Design adc_init_seq, sky130hd; sources not shown.
**Sequential cells coloured by netlist name**

Drawn at 6 px/um. Other sequential cells in the stronger grey, the rest of the logic in the fainter grey.
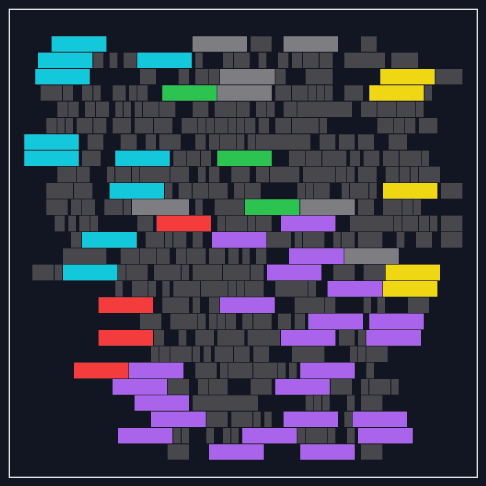
bit_q: marked yellow, flops 5. sr_q: marked purple, flops 23. dly_q: marked cyan, flops 10. idx_q: marked red, flops 4. ADC_INIT_STATE: marked green, flops 3.
FF/Latch Area: 1300 sq um
Util after Layout: 65.7%
flop share of the area: 38.3%

**Layout detail**

Region (19, 34) to (59, 74) um. Cells in grey, sequential cells in the stronger grey; small squares are vias.
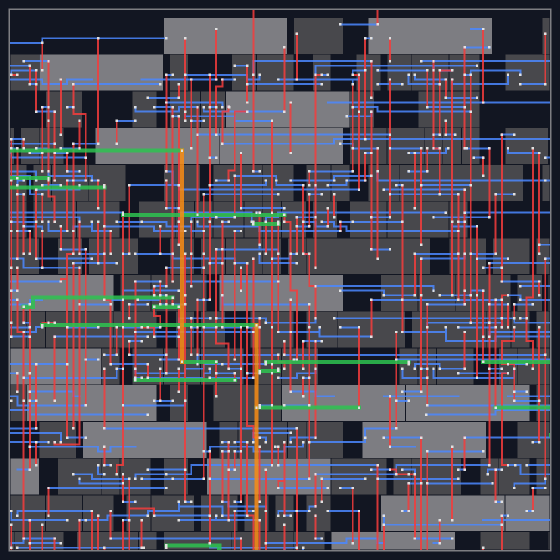
metal 3: marked green. metal 2: marked red. metal 4: marked orange. metal 1: marked blue.
Most frequent: dfrtp_1 (16), nand2_1 (14). 138 logic cells have their middle in the window. Sequential cells in the window: 17.

**Selected gate families**

Drawn at 6 px/um.
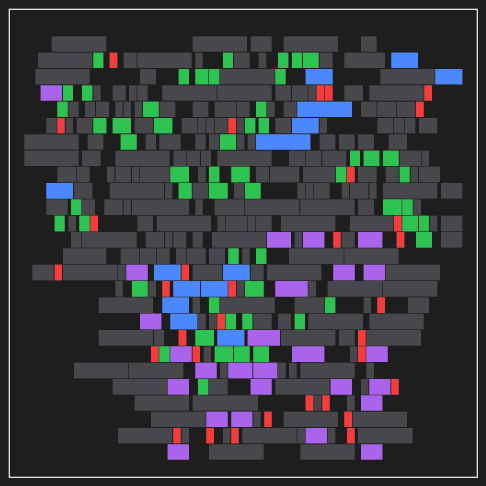
fa/ha/maj cells: marked blue, cells 14. mux cells: marked purple, cells 26. aoi and oai cells: marked green, cells 55. inv cells: marked red, cells 32.
dominant logic cell type in the layout: dfrtp_1
Final Non-Filler Cells: 408

**Metal 2**

Drawn at 4 px/um. Cells faint in the background.
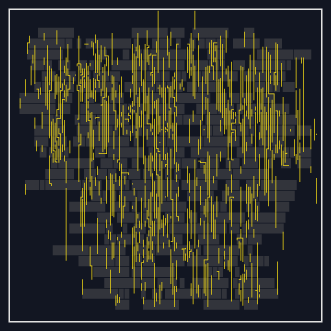
The layer holds 48% of the routed length. The longest straight run is 25.5 um. 292 nets have wire on it. The layer carries 2790 um of wire.
DRT Wirelength: 5840 um
vias after detailed routing: 2328
met2 Use GR: 35.1%

==> impl_metrics.env <==
# implementation run metrics
export IMPL_synth_top_cell_by_count="dfrtp_1"
export IMPL_grt_max_degree=38
export IMPL_antenna_found_initial=0
export IMPL_final_layout_size_suffix_gt1_share_pct=13.6
export IMPL_taps=70
export IMPL_drv_cap=0
export IMPL_syn_cell_area_sq_um=2990
export IMPL_met3_usage_pct=3.14
export IMPL_coreArea_sq_um=5170
export IMPL_nClkBuffers=5
export IMPL_worstPathMaxFanout=23
export IMPL_required_ns=2.30
export IMPL_end_kind="flop"
export IMPL_clock_area_share_pct=3.28
export IMPL_reg2reg_slack_ns=0.03
export IMPL_logic_family="simple AND/OR/NAND/NOR gates"
export IMPL_fillers=396
export IMPL_place_ws_ns=-0.0236
export IMPL_pin_count=10
export IMPL_tns_ns=0
export IMPL_finalClockPeriodUsage_pct=98.7
export IMPL_final_max_slew_viol_count=0
export IMPL_status="completed"
export IMPL_num_antenna_cells=0
export IMPL_p_clk_share_pct=26.0
export IMPL_synth_warnings=0
export IMPL_synth_cellmix_adderShare_pct=5.86
export IMPL_whs_ns=0.292
export IMPL_critPathBufInv=1
export IMPL_crit_top_cell="ha_4"
export IMPL_crit_chain="ha_4 > ha_4 > nand3b_1 > or3b_1 > a211o_1 > buf_12 > mux2_4"
export IMPL_layout_nonclk_buf_share_pct=8.03
